m1.png
The bar under the picture is 20 um long.
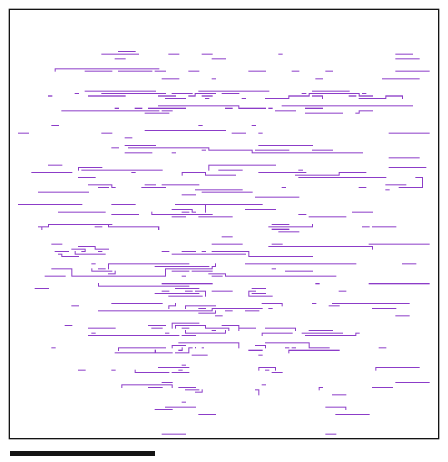
m2.png
The bar under the picture is 20 um long.
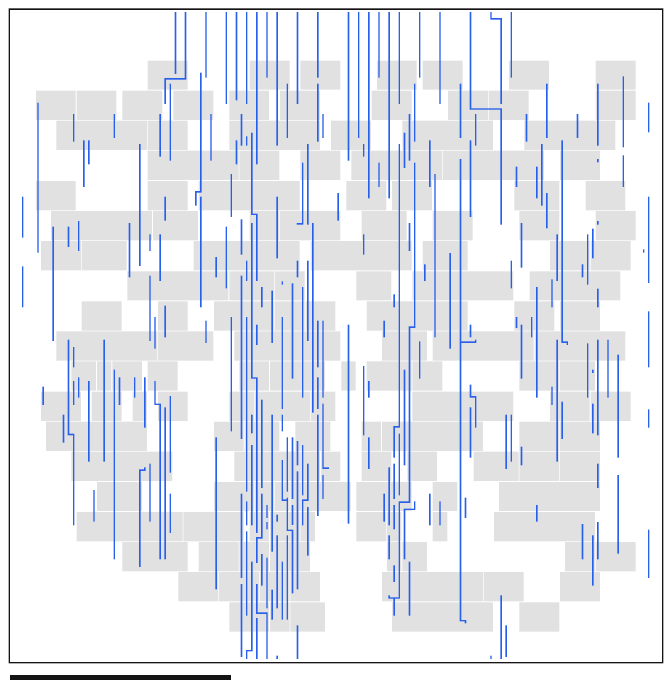
m3.png
The bar under the picture is 20 um long.
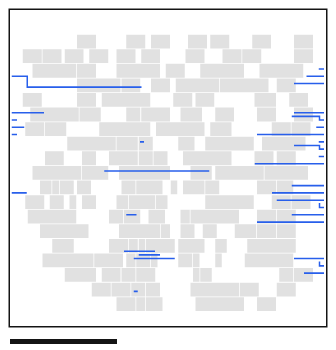
congestion_map.png
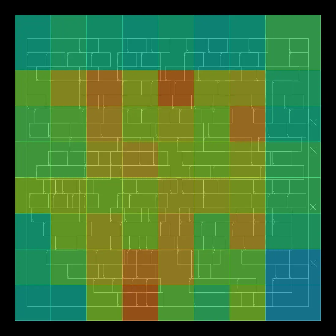
**src/rtl/uart_tx_arbiter.sv**
```systemverilog
// Round-robin arbiter sharing one UART byte serializer among N_REQ valid/ready byte sources.
// Define UART_ARB_LOCK_EN to keep multi-byte messages (req_last terminated) from interleaving.
module uart_tx_arbiter #(
  parameter int unsigned N_REQ  = 4,
  parameter int unsigned DATA_W = 8
) (
  input  logic                     clk,
  input  logic                     nrst,
  input  logic [N_REQ-1:0]         req_valid,
  input  logic [N_REQ*DATA_W-1:0]  req_data,
  input  logic [N_REQ-1:0]         req_last,
  output logic [N_REQ-1:0]         req_ready,
  output logic [DATA_W-1:0]        tx_data,
  output logic                     tx_valid,
  input  logic                     tx_done,
  output logic                     busy,
  output logic [$clog2(N_REQ)-1:0] grant_id
);

  localparam int unsigned ID_W = $clog2(N_REQ);

  typedef enum logic [1:0] {
    S_IDLE  = 2'd0,
    S_GRANT = 2'd1,
    S_SEND  = 2'd2,
    S_WAIT  = 2'd3
  } state_t;

  state_t            state_q, state_d;
  logic [N_REQ-1:0]  ready_q, ready_d;
  logic [DATA_W-1:0] tx_data_q, tx_data_d;
  logic              tx_valid_q, tx_valid_d;
  logic              busy_q, busy_d;
  logic [ID_W-1:0]   grant_q, grant_d;
  logic [ID_W-1:0]   rr_q, rr_d;

  logic [N_REQ-1:0]  elig;
  logic              win_found;
  logic [ID_W-1:0]   win_id;
  logic [ID_W:0]     cand_sum;
  logic [ID_W-1:0]   cand_id;
  logic [DATA_W-1:0] req_bytes [N_REQ];

  for (genvar gi = 0; gi < N_REQ; gi++) begin : g_unpack
    assign req_bytes[gi] = req_data[gi*DATA_W +: DATA_W];
  end

`ifdef UART_ARB_LOCK_EN
  logic lock_q, lock_d;

  // While a message is open only its owner (held in rr_q) may be granted.
  always_comb begin
    elig = req_valid;
    if (lock_q) elig = req_valid & (N_REQ'(1) << rr_q);
  end

  always_ff @(posedge clk or negedge nrst) begin
    if (!nrst) lock_q <= 1'b0;
    else       lock_q <= lock_d;
  end
`else
  logic unused_last;
  assign unused_last = ^req_last;
  assign elig        = req_valid;
`endif

  // First eligible index after the rr pointer, wrapping modulo N_REQ.
  always_comb begin
    win_found = 1'b0;
    win_id    = '0;
    cand_sum  = '0;
    cand_id   = '0;
    for (int unsigned k = 1; k <= N_REQ; k++) begin
      cand_sum = {1'b0, rr_q} + (ID_W+1)'(k);
      if (cand_sum >= (ID_W+1)'(N_REQ)) cand_sum = cand_sum - (ID_W+1)'(N_REQ);
      cand_id = cand_sum[ID_W-1:0];
      if (!win_found && elig[cand_id]) begin
        win_found = 1'b1;
        win_id    = cand_id;
      end
    end
  end

  always_comb begin
    state_d    = state_q;
    ready_d    = '0;
    tx_valid_d = 1'b0;
    tx_data_d  = tx_data_q;
    grant_d    = grant_q;
    rr_d       = rr_q;
`ifdef UART_ARB_LOCK_EN
    lock_d     = lock_q;
`endif
    unique case (state_q)
      S_IDLE: begin
        if (win_found) begin
          state_d = S_GRANT;
          grant_d = win_id;
          ready_d = N_REQ'(1) << win_id;
        end
      end
      S_GRANT: begin
        // A requester that dropped valid before its handshake gets nothing sent.
        if (req_valid[grant_q]) begin
          state_d    = S_SEND;
          tx_valid_d = 1'b1;
          tx_data_d  = req_bytes[grant_q];
          rr_d       = grant_q;
`ifdef UART_ARB_LOCK_EN
          lock_d     = !req_last[grant_q];
`endif
        end else begin
          state_d = S_IDLE;
        end
      end
      S_SEND:  state_d = S_WAIT;
      S_WAIT:  if (tx_done) state_d = S_IDLE;
      default: state_d = S_IDLE;
    endcase
    busy_d = (state_d != S_IDLE);
  end

  always_ff @(posedge clk or negedge nrst) begin
    if (!nrst) begin
      state_q    <= S_IDLE;
      ready_q    <= '0;
      tx_data_q  <= '0;
      tx_valid_q <= 1'b0;
      busy_q     <= 1'b0;
      grant_q    <= '0;
      rr_q       <= ID_W'(N_REQ - 1);
    end else begin
      state_q    <= state_d;
      ready_q    <= ready_d;
      tx_data_q  <= tx_data_d;
      tx_valid_q <= tx_valid_d;
      busy_q     <= busy_d;
      grant_q    <= grant_d;
      rr_q       <= rr_d;
    end
  end

  assign req_ready = ready_q;
  assign tx_data   = tx_data_q;
  assign tx_valid  = tx_valid_q;
  assign busy      = busy_q;
  assign grant_id  = grant_q;

endmodule

```
**config.mk**
```make
export PLATFORM = sky130hd
export DESIGN_NAME = uart_tx_arbiter
export DESIGN_NICKNAME = d
export VERILOG_FILES = /design/src/rtl/uart_tx_arbiter.sv
export SDC_FILE = /design/constraint.sdc
export NUM_CORES = 1
export LEC_CHECK = 0
export CORE_MARGIN = 2
export CORE_UTILIZATION = 34
export DETAILED_ROUTE_END_ITERATION = 10
export PLACE_DENSITY_LB_ADDON = 0.05
export SLEW_MARGIN = 5
export SYNTH_ARGS = -nofsm -noshare
export SYNTH_HDL_FRONTEND = slang
export SYNTH_SLANG_ARGS = --single-unit
```
**constraint.sdc**
```tcl
create_clock -name clk -period 1.6 [get_ports clk]
set_clock_uncertainty 0.05 [all_clocks]
set_input_delay 0.32 -clock clk [delete_from_list [all_inputs] [get_ports clk]]
set_output_delay 0.32 -clock clk [all_outputs]
set_load 0.005 [all_outputs]
```
==> flow_summary.ini <==
; physical design summary
[pwr]
power.share.combinational_pct = 57.7
power_switching_mw = 0.8615
leakage_power_of_the_design_nw = 0.7535
vdd.ir_drop.worst_mv = 0.9189
share_seq_of_total_power_pct = 32.2
intPower_mw = 1.959
powerDensity_nw_per_um2 = 1559
clkPwrFrac_pct = 10.1

[cells_and_area]
final_layout_size_suffix_gt1_share_pct = 31.03
post-route-cell-area_um2 = 1809
final_cell_mix = 52 x clkdlybuf4s50_1, 17 x dfrtp_1, 13 x buf_4
nFillCells = 245
diodes = 0
layout.cells.non_filler = 176
syn_to_final_growth_pct = 76.34
mostFrequentLayoutCell = clkdlybuf4s50_1

[place]
dpl.hpwl_um = 1977
dpl-instance-area_um2 = 1672
place.port_buffers = 54
place.gp.congestion = 0.7708
total_instance_count_after_detailed_placement = 167

[clock_network]
insertion_delay_ps = 300
cts_made_buffers = 3
path_clk_slew_ps = 110
clock_sinks = 20
post_cts.resized_instances = 7
cts_max_path_buffers = 2
holdBufCountCts = 0
clock_tree_from_tritoncts = done

[floorplanning]
die_w_um = 58.93
coreArea_um2 = 2805
floorplan.rows = 19
design.die.area_um2 = 3473
chipHeight_um = 58.93
io_pins = 59

[job]
cap_viol_max_count = 0
log.warning_count = 33

[logic_synthesis]
syn_area_um2 = 1026
muxShareOfSynthArea_pct = 30.49
yosysTopAreaCellShare_pct = 43.90
ys_warn_count = 0
mappedNetlistNets = 117
synth.top_cells.by_area = dfrtp_1 44%, mux4_2 18%, mux2_1 7.7%, dfstp_2 5.1%, mux2_2 3.3%
synth.ff_latch_count = 20
synth.yosys.num_cells = 74
netlist_instances = 74
postSynthAreaPerCell_um2 = 13.86
synth_chip_area_um2 = 1026
post_synth_fa_ha_maj_area_fraction_pct = 0
ys_seq_share_pct = 49.02
synthAoiAreaFrac_pct = 6.220
synth-main-ff-cell = dfrtp_1

[setup_path]
crit_path_cell_trace = mux2i_1 > or4b_4 > nand2b_4 > mux2_2
cp-end-kind = register
total_buffers_and_inverters_traversed_by_the_critical_path = 0
worst_ep_required_time_ps = 1740
timing.critical_path.fanout_max = 6
worst_path_dominant_cell_family = simple AND/OR/NAND/NOR gates
startpoint = grant_id[0]$_DFFE_PN0P_
worst_path_max_delay_cell = or4b_4
cp.depth = 4
slowest_delay_ps = 530
critPathLaunchType = register
worst_r2r_path_depth = 4
rr_startpoint = grant_id[0]$_DFFE_PN0P_

[global_routing]
top_usage_layer = met2
global_route_wire_length_before_repair_um = 4291
grt_antenna_before_repair = 0
grt_max_degree = 21
grt.overflow.total = 0
grt_use_total_pct = 16.40

[sta]
setup_slack_ps = -160.8
max_clock_freq_mhz = 567.9
max_slew_margin_pct = 78.79
final-max-slew-violation-count = 0
finalSetupViolations = 10
period_used_pct = 110.0
totalNegativeSetupSlack_ps = -1318
timing.final.hold_violations = 0
timing_worst_slew_pin_value_ps = 315.8
rsz_0062_raised_after_global_routing = yes

[routing]
drtPass1Iterations = 7
drt_drc_violations_left = 4
drt_wl_total_um = 2587
dr_total_vias = 906
drt.antenna.violating_nets = 0
detail_route.vias_per_cell = 5.148

[status]
run_status = finished, violations left
violations = design-rule violations, negative setup slack

[min_path]
holdCritPathClass = in2async
Back to the opening pictures, m1.png:
wire length on this layer	1,040 um
share of all routed wire	40%
nets with wire on the layer	157
longest straight run	17.9 um

Back to the opening pictures, m2.png:
longest straight run	41.6 um
main direction	vertical
wire length on this layer	1,340 um
share of all routed wire	52%

Back to the opening pictures, m3.png:
share of all routed wire	7.1%
nets with wire on the layer	31
longest straight run	21.2 um
wire length on this layer	183 um

Back to the opening pictures, congestion_map.png:
met1 Track Usage GR: 20.62%
final routed wire length divided by cell count: 14.70 um
utilization after layout: 64.50%

## state kept, by name, indices dropped and copies added (netlist names)
| signal | count |
|---|---|
| tx_data | 8 |
| req_ready | 4 |
| grant_id | 2 |
| rr_q | 2 |
| state_q | 2 |
| busy | 1 |
| tx_valid | 1 |
## path summary, 6_finish.rpt
kind	end	slack, ps
max	tx_data[1]$_DFFE_PN0P_	-160
min	req_ready[2]$_DFF_PN0_	290
max reg2reg	tx_data[1]$_DFFE_PN0P_	-160
min reg2reg	tx_data[3]$_DFFE_PN0P_	450
max in group asynchronous	rr_q[0]$_DFFE_PN1P_	930
min in group clk	tx_data[3]$_DFFE_PN0P_	450
## per-stage QoR
step           setup slack (ps)  hold WS [ps]  total power [mW]  util [%]
3_5_place_dp             -510.9         428.3             2.364     59.59
3_3_place_gp             -482.3         420.8             2.331     59.59
5_1_grt                  -205.0         297.1             3.032     64.50
2_1_floorplan            -176.9        -25.59             1.678         -
4_1_cts                  -178.0         299.1             2.768     63.02
6_report                 -160.8         292.0             2.820     64.50
## cell type report
| cell class | count | area, um2 | share of cell area [%] |
|---|---|---|---|
| inverter | 2 | 7.507 | 0.4149 |
| clock buffer | 4 | 36.28 | 2.006 |
| sequential | 20 | 504.2 | 27.87 |
| multi-input combinational | 50 | 560.5 | 30.98 |
| timing repair buffer | 69 | 661.9 | 36.58 |
| tap | 31 | 38.79 | 2.144 |
## power by group through the flow
stage / Combinational (mW) / Clock, mW / Sequential, mW
after detailed placement: 1.46 / 0 / 0.904
after global placement: 1.43 / 0 / 0.900
after floorplan: 0.764 / 0 / 0.914
after global routing: 1.77 / 0.319 / 0.945
after CTS: 1.56 / 0.299 / 0.905
final: 1.63 / 0.286 / 0.908
## metal layers
metal	share of wire, %	wire [um]
met4	0.93	24
met2	52	1337
met1	40	1042
met3	7.0	182
met5	0	0
Power and IR drop assume default switching activity.
